[config.mk]
export PLATFORM = sky130hd
export DESIGN_NAME = rf_wr_arbiter
export DESIGN_NICKNAME = d
export VERILOG_FILES = /design/src/rtl/rf_wr_arbiter.sv
export SDC_FILE = /design/constraint.sdc
export NUM_CORES = 1
export LEC_CHECK = 0
export ABC_CLOCK_PERIOD_IN_PS = 3000
export CORE_MARGIN = 10
export CORE_UTILIZATION = 40
export CTS_BUF_LIST = sky130_fd_sc_hd__clkbuf_8 sky130_fd_sc_hd__clkbuf_16
export CTS_CLUSTER_DIAMETER = 100
export DETAILED_ROUTE_END_ITERATION = 12
export PLACE_DENSITY_LB_ADDON = 0.05
export SYNTH_ARGS = -nofsm -noshare
export SYNTH_HDL_FRONTEND = slang
export SYNTH_SLANG_ARGS = --single-unit
[constraint.sdc]
create_clock -name clk -period 3 [get_ports clk]
set_input_delay 0.9 -clock clk [delete_from_list [all_inputs] [get_ports clk]]
set_output_delay 0.9 -clock clk [all_outputs]
set_load 0.1 [all_outputs]
[src/rtl/rf_wr_arbiter.sv]
// Two-requester register-file write-port arbiter (round-robin or fixed priority).
// Define RF_CLEAR_EN to compile in the x1..x31 zeroing sweep run after reset and on clr.
module rf_wr_arbiter #(
  parameter int unsigned FIXED_PRIO = 0
) (
  input  logic        clk,
  input  logic        rst,
  input  logic        req0_valid,
  input  logic [4:0]  req0_addr,
  input  logic [31:0] req0_data,
  output logic        req0_ready,
  input  logic        req1_valid,
  input  logic [4:0]  req1_addr,
  input  logic [31:0] req1_data,
  output logic        req1_ready,
  input  logic        clr,
  output logic        we3,
  output logic [4:0]  a3,
  output logic [31:0] wd3,
  output logic        busy
);

  typedef enum logic [0:0] {StClear, StArb} state_e;

  state_e      r_state;
  logic [4:0]  r_cnt;
  logic        r_last;
  logic        r_we3;
  logic [4:0]  r_a3;
  logic [31:0] r_wd3;

  logic w_clr_go;
  logic w_open;
  logic w_tie0;
  logic w_gnt0;
  logic w_gnt1;

`ifdef RF_CLEAR_EN
  localparam state_e ResetState = StClear;
  assign w_clr_go = clr && (r_state == StArb);
  assign busy     = (r_state == StClear);
`else
  localparam state_e ResetState = StArb;
  logic w_unused_clr;
  assign w_unused_clr = clr;
  assign w_clr_go     = 1'b0;
  assign busy         = 1'b0;
`endif

  // A clr pulse steals the cycle from any requester.
  assign w_open = (r_state == StArb) && !w_clr_go;
  assign w_tie0 = (FIXED_PRIO != 0) || r_last;
  assign w_gnt0 = w_open && req0_valid && (!req1_valid || w_tie0);
  assign w_gnt1 = w_open && req1_valid && (!req0_valid || !w_tie0);

  assign req0_ready = w_gnt0;
  assign req1_ready = w_gnt1;
  assign we3        = r_we3;
  assign a3         = r_a3;
  assign wd3        = r_wd3;

  always_ff @(posedge clk or posedge rst) begin
    if (rst) begin
      r_state <= ResetState;
      r_cnt   <= 5'd1;
      r_last  <= 1'b1;
      r_we3   <= 1'b0;
      r_a3    <= 5'd0;
      r_wd3   <= 32'd0;
    end else begin
      case (r_state)
        StClear: begin
          r_we3 <= 1'b1;
          r_a3  <= r_cnt;
          r_wd3 <= 32'd0;
          r_cnt <= r_cnt + 5'd1;
          if (r_cnt == 5'd31) begin
            r_state <= StArb;
          end
        end
        default: begin
          r_we3 <= 1'b0;
          if (w_clr_go) begin
            r_state <= StClear;
            r_cnt   <= 5'd1;
          end else if (w_gnt0) begin
            r_last <= 1'b0;
            // x0 writes complete the handshake but never reach the register file.
            if (req0_addr != 5'd0) begin
              r_we3 <= 1'b1;
              r_a3  <= req0_addr;
              r_wd3 <= req0_data;
            end
          end else if (w_gnt1) begin
            r_last <= 1'b1;
            if (req1_addr != 5'd0) begin
              r_we3 <= 1'b1;
              r_a3  <= req1_addr;
              r_wd3 <= req1_data;
            end
          end
        end
      endcase
    end
  end

endmodule

==> run_1/met1.png <==
Bar = 20 um. Supply wires on this layer in grey.
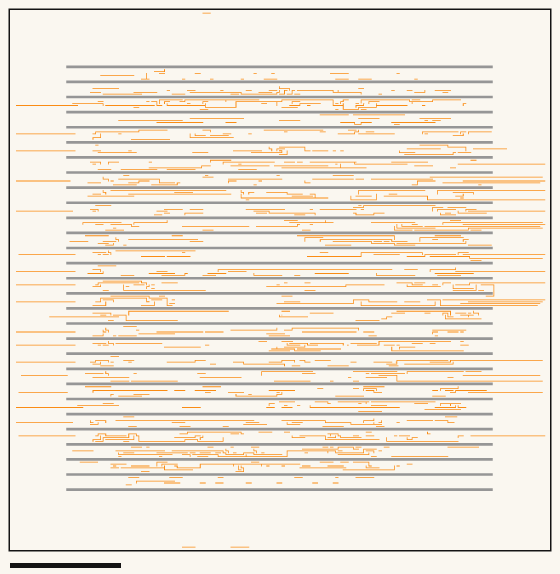
wire length on this layer: 3110 um
longest straight run: 31.3 um
share of all routed wire: 45%
nets with wire on the layer: 390

==> run_1/met2.png <==
Bar = 20 um.
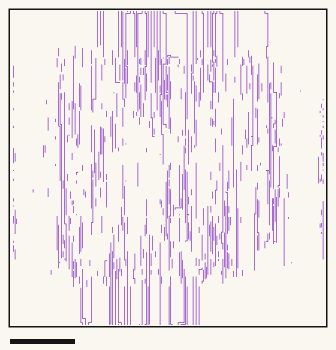
wire length on this layer: 3250 um
longest straight run: 41.2 um
share of all routed wire: 47%
nets with wire on the layer: 352
main direction: vertical
via count: 2080
drt total wl: 6.929 mm

==> run_1/met3.png <==
Cells faint in the background.
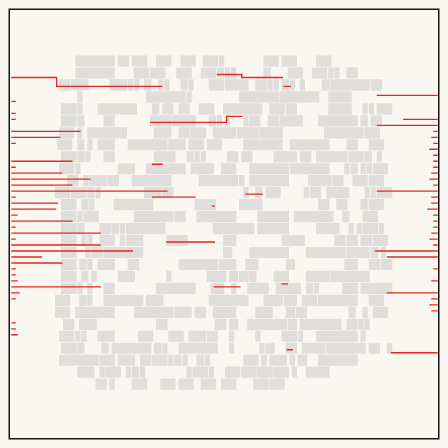
main direction: horizontal
longest straight run: 35.2 um
nets with wire on the layer: 71

==> reports/metrics.csv, run 1 <==
stage,metric,value,unit
worst_setup_path,worstPathCellList,clkdlybuf4s50_1 -> nand2_1 -> a21o_1 -> inv_2 -> buf_12,
cells_and_area,buf_share,32.16,%
cells_and_area,fillerInstances,506,
cells_and_area,final_cell_mix,"clkdlybuf4s50_1 (77), nand2_1 (73), buf_4 (44), dfrtp_1 (42), nand3_1 (33)",
global_route,grt_usage,14.13,%
global_route,grt_max_degree,37,
global_route,grt_first_pass_wirelength,11.12,mm
pwr,p_switching,1.226,mW
synthesis,synth-xor-area-share,1.100,%
placed_design,hpwl,5.338,mm
worst_setup_path,cp_slowest_cell,clkdlybuf4s50_1,
cells_and_area,layout.cells.most_common,clkdlybuf4s50_1,
worst_setup_path,worstPathMaxFanout,5,
timing,finalSetupTns,0,ns
outcome,status,completed,
synthesis,ys_top_cells_by_count,"nand2_1 (73), dfrtp_1 (42), nand3_1 (33)",
pwr,p_int,1.283,mW
clock_network,cts_made_buffers,5,
detailed_routing,drc,0,
worst_setup_path,reg2reg_setup_slack,0.74,ns
die,ios,120,
worst_setup_path,cp.depth,5,
clock_network,postCtsHoldBufs,0,
die,num_rows,28,
cells_and_area,largest_cell_class,non-clock buffers,
detailed_routing,viasPerCell,4.837,
job,warnings,27,
job,max_cap_viol_count,0,
cells_and_area,logic_gate_count,173,
synthesis,ys_top_logic_family,multiplexers,
pwr,powerSeq,765,uW
==> run 2, diff against run 1 <==
- HOLD_SLACK_MARGIN: default -> 0.12
- SLEW_MARGIN: default -> 20
==> run_2/met2.png <==
Bar = 20 um.
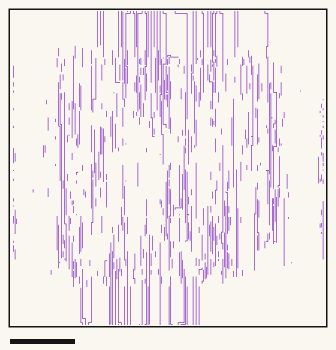
wire length on this layer: 3250 um
longest straight run: 41.2 um
main direction: vertical
share of all routed wire: 47%
nets with wire on the layer: 352

==> run_2/met1.png <==
Bar = 20 um. Supply wires on this layer in grey.
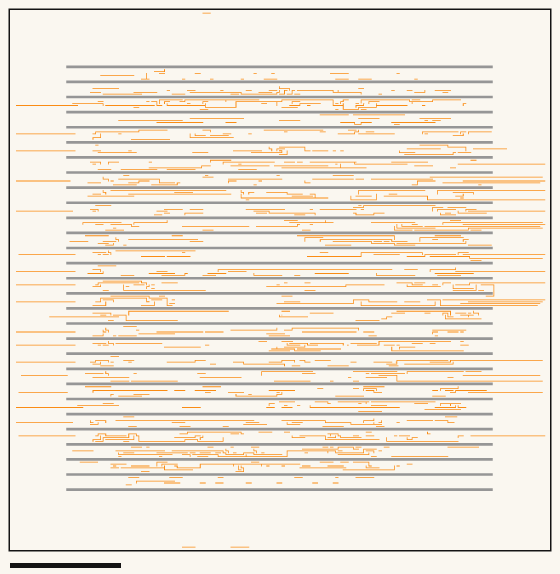
nets with wire on the layer: 390
main direction: horizontal
longest straight run: 31.3 um
share of all routed wire: 45%
wire length on this layer: 3110 um

==> run 2 against run 1 <==
Synthesized cell count is the same; clock power hardly changed; die size unchanged; via count stayed put; hold slack unchanged; worst setup slack unchanged; total power stayed put; area after synthesis is the same; first-iteration DRC count is the same; highest routed layer unchanged.
==> reports/metrics.csv, run 2 <==
stage,metric,value,unit
outcome,status,completed,
die,num_rows,28,
synthesis,ys_top_logic_family,multiplexers,
cells_and_area,fillerInstances,506,
pwr,powerDensity,683.3,mW/mm^2
pwr,p_int,1.283,mW
worst_setup_path,worstPathCellList,clkdlybuf4s50_1 -> nand2_1 -> a21o_1 -> inv_2 -> buf_12,
clock_network,cts_made_buffers,5,
timing,finalSetupTns,0,ns
pwr,powerSeq,765,uW
global_route,grt_first_pass_wirelength,11.12,mm
detailed_routing,route.vias.total,2080,
detailed_routing,drc,0,
job,max_cap_viol_count,0,
clock_network,postCtsHoldBufs,0,
job,warnings,27,
synthesis,synth-xor-area-share,1.100,%
cells_and_area,final_cell_mix,"clkdlybuf4s50_1 (77), nand2_1 (73), buf_4 (44), dfrtp_1 (42), nand3_1 (33)",
cells_and_area,buf_share,32.16,%
cells_and_area,layout.cells.most_common,clkdlybuf4s50_1,
pwr,p_switching,1.226,mW
worst_setup_path,cp.depth,5,
worst_setup_path,reg2reg_setup_slack,0.74,ns
cells_and_area,logic_gate_count,173,
worst_setup_path,worstPathMaxFanout,5,
detailed_routing,wirelength,6.929,mm
placed_design,hpwl,5.338,mm
worst_setup_path,cp_slowest_cell,clkdlybuf4s50_1,
No activity file was given, so power comes from the tool's default toggle rates.
